[config.mk]
export PLATFORM = sky130hd
export DESIGN_NAME = sim_ctrl
export DESIGN_NICKNAME = d
export VERILOG_FILES = /design/src/rtl/sim_ctrl.sv
export SDC_FILE = /design/constraint.sdc
export NUM_CORES = 1
export LEC_CHECK = 0
export ABC_AREA = 1
export CAP_MARGIN = 20
export CORE_ASPECT_RATIO = 0.8
export CORE_MARGIN = 5
export CORE_UTILIZATION = 45
export DETAILED_ROUTE_END_ITERATION = 12
export PLACE_DENSITY = 0.82
export SYNTH_ARGS = -nofsm -noshare
export SYNTH_HDL_FRONTEND = slang
export SYNTH_SLANG_ARGS = --single-unit
[constraint.sdc]
create_clock -name clk_i -period 3 [get_ports clk_i]
set_input_delay 0.3 -clock clk_i [delete_from_list [all_inputs] [get_ports clk_i]]
set_output_delay 0.3 -clock clk_i [all_outputs]
set_load 0.02 [all_outputs]
[src/rtl/sim_ctrl.sv]
// Simulation control slave on Wishbone classic: halt/exit code, cycle counter,
// signature window registers and a console byte FIFO (enabled by SIM_CTRL_CONSOLE_EN).
`timescale 1ns/1ps

module sim_ctrl #(
  parameter logic [31:0] BASE_ADDRESS = 32'h3000_0000,
  parameter int unsigned FIFO_DEPTH   = 4
) (
  input  logic        clk_i,
  input  logic        rst_i,
  input  logic        cyc_i,
  input  logic        stb_i,
  input  logic        we_i,
  input  logic [31:0] adr_i,
  input  logic [3:0]  sel_i,
  input  logic [31:0] dat_i,
  output logic [31:0] dat_o,
  output logic        ack_o,
  output logic        err_o,
  output logic        halt_o,
  output logic [7:0]  exit_code_o,
  output logic        tx_valid_o,
  output logic [7:0]  tx_data_o,
  input  logic        tx_ready_i
);

  typedef enum logic [3:0] {
    REG_HALT      = 4'h0,
    REG_CYCLE     = 4'h1,
    REG_TX        = 4'h2,
    REG_SIG_BEGIN = 4'h3,
    REG_SIG_END   = 4'h4
  } reg_e;

  logic        hit;
  logic        take;
  logic        bad;
  logic        done;
  logic        wr_ok;
  logic        tx_stall;
  logic [3:0]  word;
  logic [4:0]  occupancy;
  logic [31:0] cycle;
  logic [31:0] sig_begin;
  logic [31:0] sig_end;
  logic [31:0] rdata;

  assign hit   = cyc_i & stb_i & (adr_i[31:6] == BASE_ADDRESS[31:6]);
  // A strobe is only taken while no termination is on the bus, so a held
  // strobe cannot be acknowledged twice.
  assign take  = hit & ~ack_o & ~err_o;
  assign word  = adr_i[5:2];
  assign done  = take & ~tx_stall;
  assign wr_ok = done & ~bad & we_i;

  always_comb begin
    bad = 1'b0;
    case (word)
      REG_HALT, REG_TX, REG_SIG_BEGIN, REG_SIG_END: bad = 1'b0;
      REG_CYCLE: bad = we_i;
      default:   bad = 1'b1;
    endcase
    if (adr_i[1:0] != 2'b00) bad = 1'b1;
  end

  always_comb begin
    rdata = '0;
    case (word)
      REG_HALT:      rdata = {23'b0, halt_o, exit_code_o};
      REG_CYCLE:     rdata = cycle;
      REG_TX:        rdata = {27'b0, occupancy};
      REG_SIG_BEGIN: rdata = sig_begin;
      REG_SIG_END:   rdata = sig_end;
      default:       rdata = '0;
    endcase
  end

`ifdef SIM_CTRL_CONSOLE_EN
  localparam int unsigned AW = (FIFO_DEPTH > 1) ? $clog2(FIFO_DEPTH) : 1;

  logic [7:0]    mem [FIFO_DEPTH];
  logic [AW-1:0] wr_ptr;
  logic [AW-1:0] rd_ptr;
  logic [AW:0]   count;
  logic          full;
  logic          pop;
  logic          push;
  logic          tx_wr;

  assign full       = (count == (AW+1)'(FIFO_DEPTH));
  assign pop        = tx_valid_o & tx_ready_i;
  assign tx_wr      = take & ~bad & we_i & (word == REG_TX);
  // A pop in the same cycle frees the slot the stalled push needs.
  assign tx_stall   = tx_wr & full & ~pop;
  assign push       = tx_wr & ~tx_stall;
  assign tx_valid_o = (count != '0);
  assign tx_data_o  = mem[rd_ptr];
  assign occupancy  = 5'(count);

  always_ff @(posedge clk_i) begin
    if (push) mem[wr_ptr] <= dat_i[7:0];
  end

  always_ff @(posedge clk_i) begin
    if (rst_i) begin
      wr_ptr <= '0;
      rd_ptr <= '0;
      count  <= '0;
    end else begin
      if (push) wr_ptr <= wr_ptr + AW'(1);
      if (pop)  rd_ptr <= rd_ptr + AW'(1);
      count <= count + (AW+1)'(push) - (AW+1)'(pop);
    end
  end
`else
  logic unused_cfg;

  assign tx_stall   = 1'b0;
  assign occupancy  = '0;
  assign tx_valid_o = 1'b0;
  assign tx_data_o  = '0;
  assign unused_cfg = ^{tx_ready_i, FIFO_DEPTH};
`endif

  always_ff @(posedge clk_i) begin
    if (rst_i) begin
      ack_o       <= 1'b0;
      err_o       <= 1'b0;
      dat_o       <= '0;
      halt_o      <= 1'b0;
      exit_code_o <= '0;
      cycle       <= '0;
      sig_begin   <= '0;
      sig_end     <= '0;
    end else begin
      ack_o <= done & ~bad;
      err_o <= done & bad;
      dat_o <= (done & ~bad & ~we_i) ? rdata : '0;
      if (!halt_o) cycle <= cycle + 32'd1;
      if (wr_ok) begin
        case (word)
          REG_HALT: begin
            if (sel_i[0] && !halt_o) begin
              halt_o      <= 1'b1;
              exit_code_o <= dat_i[7:0];
            end
          end
          REG_SIG_BEGIN: begin
            for (int unsigned b = 0; b < 4; b++)
              if (sel_i[b]) sig_begin[b*8 +: 8] <= dat_i[b*8 +: 8];
          end
          REG_SIG_END: begin
            for (int unsigned b = 0; b < 4; b++)
              if (sel_i[b]) sig_end[b*8 +: 8] <= dat_i[b*8 +: 8];
          end
          default: ;
        endcase
      end
    end
  end

endmodule
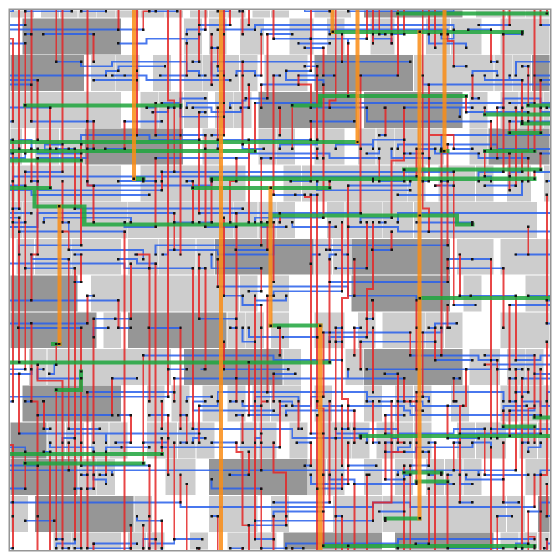
*Zoomed window*
Region (52, 15) to (92, 55) um. Cells in gray, sequential cells in the stronger gray; small squares are vias.
legend:
  metal 3:
    color: green
  metal 1:
    color: blue
  metal 4:
    color: orange
  metal 2:
    color: red
cells with their middle in the window: 156
sequential cells in the window: 19
netlist names of flops here include: cycle (6), sig_end (5), dat_o (4)
most frequent: nand2_1 (35), nor2_1 (32), dfxtp_1 (19)

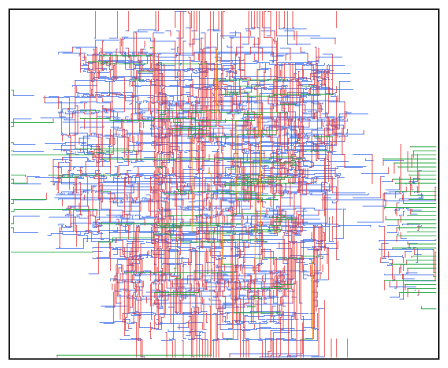
*Metal layers overlaid*
legend:
  metal 2:
    color: red
    wire_length: 7750 um
  metal 4:
    color: orange
    wire_length: 354 um
  metal 1:
    color: blue
    wire_length: 7460 um
  metal 3:
    color: green
    wire_length: 1610 um
number of vias in the routed layout: 6083
average detailed-routed wire length per instance: 13.9 um

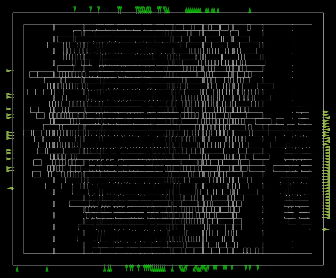
*Cell outlines without signal wires*
num sequential: 139
non-filler instance count after layout: 1237
area inside the core boundary: 14200 um^2
Seq/total area: 33.7%

==> summary.txt <==
Physical design

The I/O pin count stands at approximately 130. The post-synth tally of flip-flops with integrated enable stands at 0. The final layout contains 1115 nets. The end-of-flow timing check tallies setup violations at 0. The switching fraction of total power stands at 21.8%.

In the post-synthesis netlist, the cell with the most instances is sky130_fd_sc_hd__nor2_1. The flow ran to the end, and the final reports show no timing, DRC or antenna violations. The first global-routing pass estimated 27400 um of wire. For this run, design rule violations remaining after detail routing come to 0.

Post-CTS repair ended up resizing 0 cells. The script extracted a total leakage power of between 3 and 4 nW. The number of antenna violations at the first check in global routing was 0. In the post-route analysis, the smallest setup slack over all paths is 0.960 ns. In this run the clock root is driven by a sky130_fd_sc_hd__clkbuf_16.

In this run the critical register-to-register path is captured at cycle[28]. The endpoint arrival time on the critical path stands at 2.39 ns. The area fraction in full adders, half adders and majority gates stands at 0.194%. On the critical path, the stage with the largest delay is an instance of sky130_fd_sc_hd__inv_1.

Using the TritonRoute via totals, the vias-per-cell ratio works out to 4.92. The layout summary lists the proportion of cells stronger than drive strength 1 as 7.60%. The number of antenna diodes in the final layout is 0.

Dividing the final minimum period by the clock period gives 68.0%. The clock network latency to the later pin of the worst-skew pair stands at roughly 0.43 ns. STA classifies the critical path endpoint as a flip-flop. For this run, the leading register cell type out of synthesis is sky130_fd_sc_hd__dfxtp_1. Per the synthesis report, the simple-gate share of the synthesized area is 35.6%. Counting flops and latches in the post-synthesis netlist gives 139. The number of global-route vias before repair was 5627. The number of setup buffers added after CTS is 0. The type recorded for the worst min-delay path is in -> reg. Setup repair after global routing left no endpoint under its margin. Looking at the clock tree report, the H-tree level count equals 4. The max-slew headroom at the worst pin stands at 56.5%. By count the netlist is led by sky130_fd_sc_hd__nor2_1, sky130_fd_sc_hd__nand2_1, sky130_fd_sc_hd__dfxtp_1, sky130_fd_sc_hd__inv_1, sky130_fd_sc_hd__a21oi_1. The initial utilization of the core area, before any placement, comes to 45.5%.

The number of warnings issued by yosys stands at 0. The chip area in the Yosys report stands at 6440 um^2. STA classifies the critical path startpoint as an input pin. The number of buffers inserted by hold repair at cts stands at 0. The largest fanout of any net on the critical path stands at 16. Endpoints failing hold in the final report were tallied at 0. For this run, the total global-route usage over all layers was measured as roughly a fifth. The die area stands at between 15000 and 20000 um^2. According to the timing report, the data required time at the worst endpoint equals 3.35 ns. Per the OpenROAD floorplan log, the height of the die is 117 um. Before antenna repair, the detailed router went through 5 iterations. The internal power of the cells stands at approximately 3.3 mW. With fillers left out, the area of the finished cells amounts to between 8000 and 9000 um^2. By area the synthesized netlist is led by sky130_fd_sc_hd__dfxtp_1, sky130_fd_sc_hd__nor2_1, sky130_fd_sc_hd__nand2_1. For flop-to-flop paths, the worst setup slack is 1.02 ns. Together, buffers and inverters on the worst path number 2.

The remaining antenna violation count stands at 0. The total clock sinks stands at 139. The biggest area contributor in the post-synthesis netlist is sky130_fd_sc_hd__dfxtp_1.

Summed over all nets, the switching power comes to around 930 uW. The quantity of I/O buffers inserted on ports stands at about 120. The post-placement cell area is 7640 um^2. Routability-driven placement finished with a final weighted congestion of between 0.8 and 0.9. The worst setup slack after placement stands at 0.647 ns.

The peak supply drop stands at 0.000425 V. The report lists the number of standard-cell rows as 39. The post-synthesis cell area stands at 6440 um^2. In this run the tools logged warnings totalling 27. After routing, the total negative slack on setup checks comes to 0 ns. The layout overhead on the synthesized area stands at 28.3%. In the synthesized netlist, the dominant kind of combinational cell is simple AND/OR/NAND/NOR gates. In this run the most critical hold path is launched from dat_i[8]. The maximum operating frequency stands at 490 MHz. The share of flip-flops with an asynchronous set or reset after synthesis stands at 0%. The number of pins with negative max-slew slack in the final report stands at 0.

The number of buffers on the longest clock path stands at 2. In the setup report, the worst path falls into the class in -> reg. Hold analysis shows the worst path with a depth of 3. The maximum number of pins on one net before global-route repair stands at 51. The area fraction in mux cells stands at 0%. The area fraction of the largest cell type after synthesis is a little over two fifths. For the pin with the worst max-slew slack, the measured transition is 0.651 ns. For hold timing, the worst endpoint is sig_begin[8]. The portion of total power attributed to combinational logic stands at 4.8%. The peak per-stage delay on the critical path stands at 0.52 ns. The aggregate global routing overflow stands at 0.

The clock network is responsible for roughly half of the overall power. The signal on the critical path passes through clkdlybuf4s50_1 -> nor2_2 -> nand3_1 -> inv_1 -> nand4_4 -> nand2_1 -> nand2_1 -> nor2_1. TritonCTS built the clock tree. The clock-pin transition on the worst setup and hold timing paths stands at 0.06 ns.

The netlist uses 32 different library cells. Buffers inserted during clock tree synthesis total 17. The xor/xnor share of the synthesized area stands at 0.544%. The number of cells on the worst reg-to-reg path is 10. In this design, the critical path's most frequently occurring cell is sky130_fd_sc_hd__nand2_1. The number of cells reported by Yosys stat comes to 929. The wire length recorded after detailed routing is 17200 um. The largest clock skew in the final design stands at 0.00515 ns. The detailed router's first-iteration violation count stands at about 480. Looking at the reg2reg group, the worst path starts from cycle[1]. The most common logic cells in the final layout are sky130_fd_sc_hd__nor2_1, sky130_fd_sc_hd__nand2_1, sky130_fd_sc_hd__dfxtp_1. The fraction of the yosys area taken by sequential cells stands at approximately 43%. The number of max-cap violations stands at 0.

The power per unit of standard cell area stands at 517 nW/um^2. The library cell used most frequently in the layout, excluding fill and tap cells, is sky130_fd_sc_hd__nor2_1. The horizontal die dimension stands at 144 um. For reference, the post-synthesis area per instance comes to 6.93 um^2. The flow reports that sequential cells draw 43.3% of the design power. The smallest clock period supported by the final layout is computed as 2.04 ns.

Per the synthesis report, the AND-OR/OR-AND share of the synthesized area is between 8 and 9%. The kind of cell with the highest combined delay along the critical path is simple AND/OR/NAND/NOR gates. The number of instances in the synthesized netlist stands at 929. The detailed placement HPWL stands at about 12000 um.
stage by stage:
| stage | total power, mW | utilization [%] | instances | hold slack (ns) |
|---|---|---|---|---|
| floorplan | 1.97 | - | 937 | 0.435 |
| global placement | 2.09 | 54.0 | 1205 | 0.485 |
| detailed placement | 2.10 | 54.0 | 1205 | 0.486 |
| CTS | 4.29 | 58.4 | 1237 | 0.477 |
| global route | 4.40 | 58.4 | 1237 | 0.502 |
| finish | 4.27 | 58.4 | 1237 | 0.488 |
power groups by stage:
stage / sequential (mW) / clock (mW) / combinational (mW)
2_1_floorplan: 1.89 / 0 / 0.0818
3_3_place_gp: 1.89 / 0 / 0.202
3_5_place_dp: 1.89 / 0 / 0.203
4_1_cts: 1.85 / 2.24 / 0.204
5_1_grt: 1.85 / 2.33 / 0.220
6_report: 1.85 / 2.22 / 0.206
worst max path at each step:
stage,endpoint,slack (ns),cells after the start,from
floorplan,cycle[30],1.36,11,halt_o
global placement,sig_end[5],0.74,7,adr_i[3]
detailed placement,dat_o[9],0.65,7,adr_i[5]
CTS,sig_end[3],1.02,8,adr_i[3]
global route,sig_end[3],0.84,8,adr_i[3]
finish,sig_end[3],0.96,8,adr_i[3]
tightest hold or removal path, delay by kind of cell:
kind / cells / cell delay (ns)
buffers and inverters: 1 / 0.42
and+or+nand+nor: 2 / 0.16
final cells by class:
cell class / count / area, um^2
Sequential cell: 139 / 2780
Multi-Input combinational cell: 634 / 2940
Timing Repair Buffer: 127 / 1240
Fill cell: 1230 / 5880
Clock inverter: 14 / 194
Clock buffer: 18 / 429
Tap cell: 184 / 230
Inverter: 121 / 454
metal layers:
layer  vias to the layer above  part of all wire (%)  GRT usage (%)
met5                         -                     0              0
met2                       244                    45           33.4
met3                        31                   9.4           6.26
met4                         0                   2.1           7.47
li1                       3085                     -              -
met1                      2723                    43           26.7
logic make-up after synthesis:
| family | count (synthesis) |
|---|---|
| flip-flops | 139 |
| XOR/XNOR | 4 |
| buffers and inverters | 164 |
| other | 1 |
| adder cells (fa/ha/maj) | 1 |
| AND/OR/NAND/NOR | 520 |
| AND-OR/OR-AND | 100 |
registers in the layout (all words and copies together) (netlist names):
| name | flops |
|---|---|
| ack_o | 1 |
| cycle | 32 |
| dat_o | 32 |
| err_o | 1 |
| exit_code_o | 8 |
| halt_o | 1 |
| sig_begin | 32 |
| sig_end | 32 |
Power figures rest on the tool's default switching activity, not on a simulated workload.
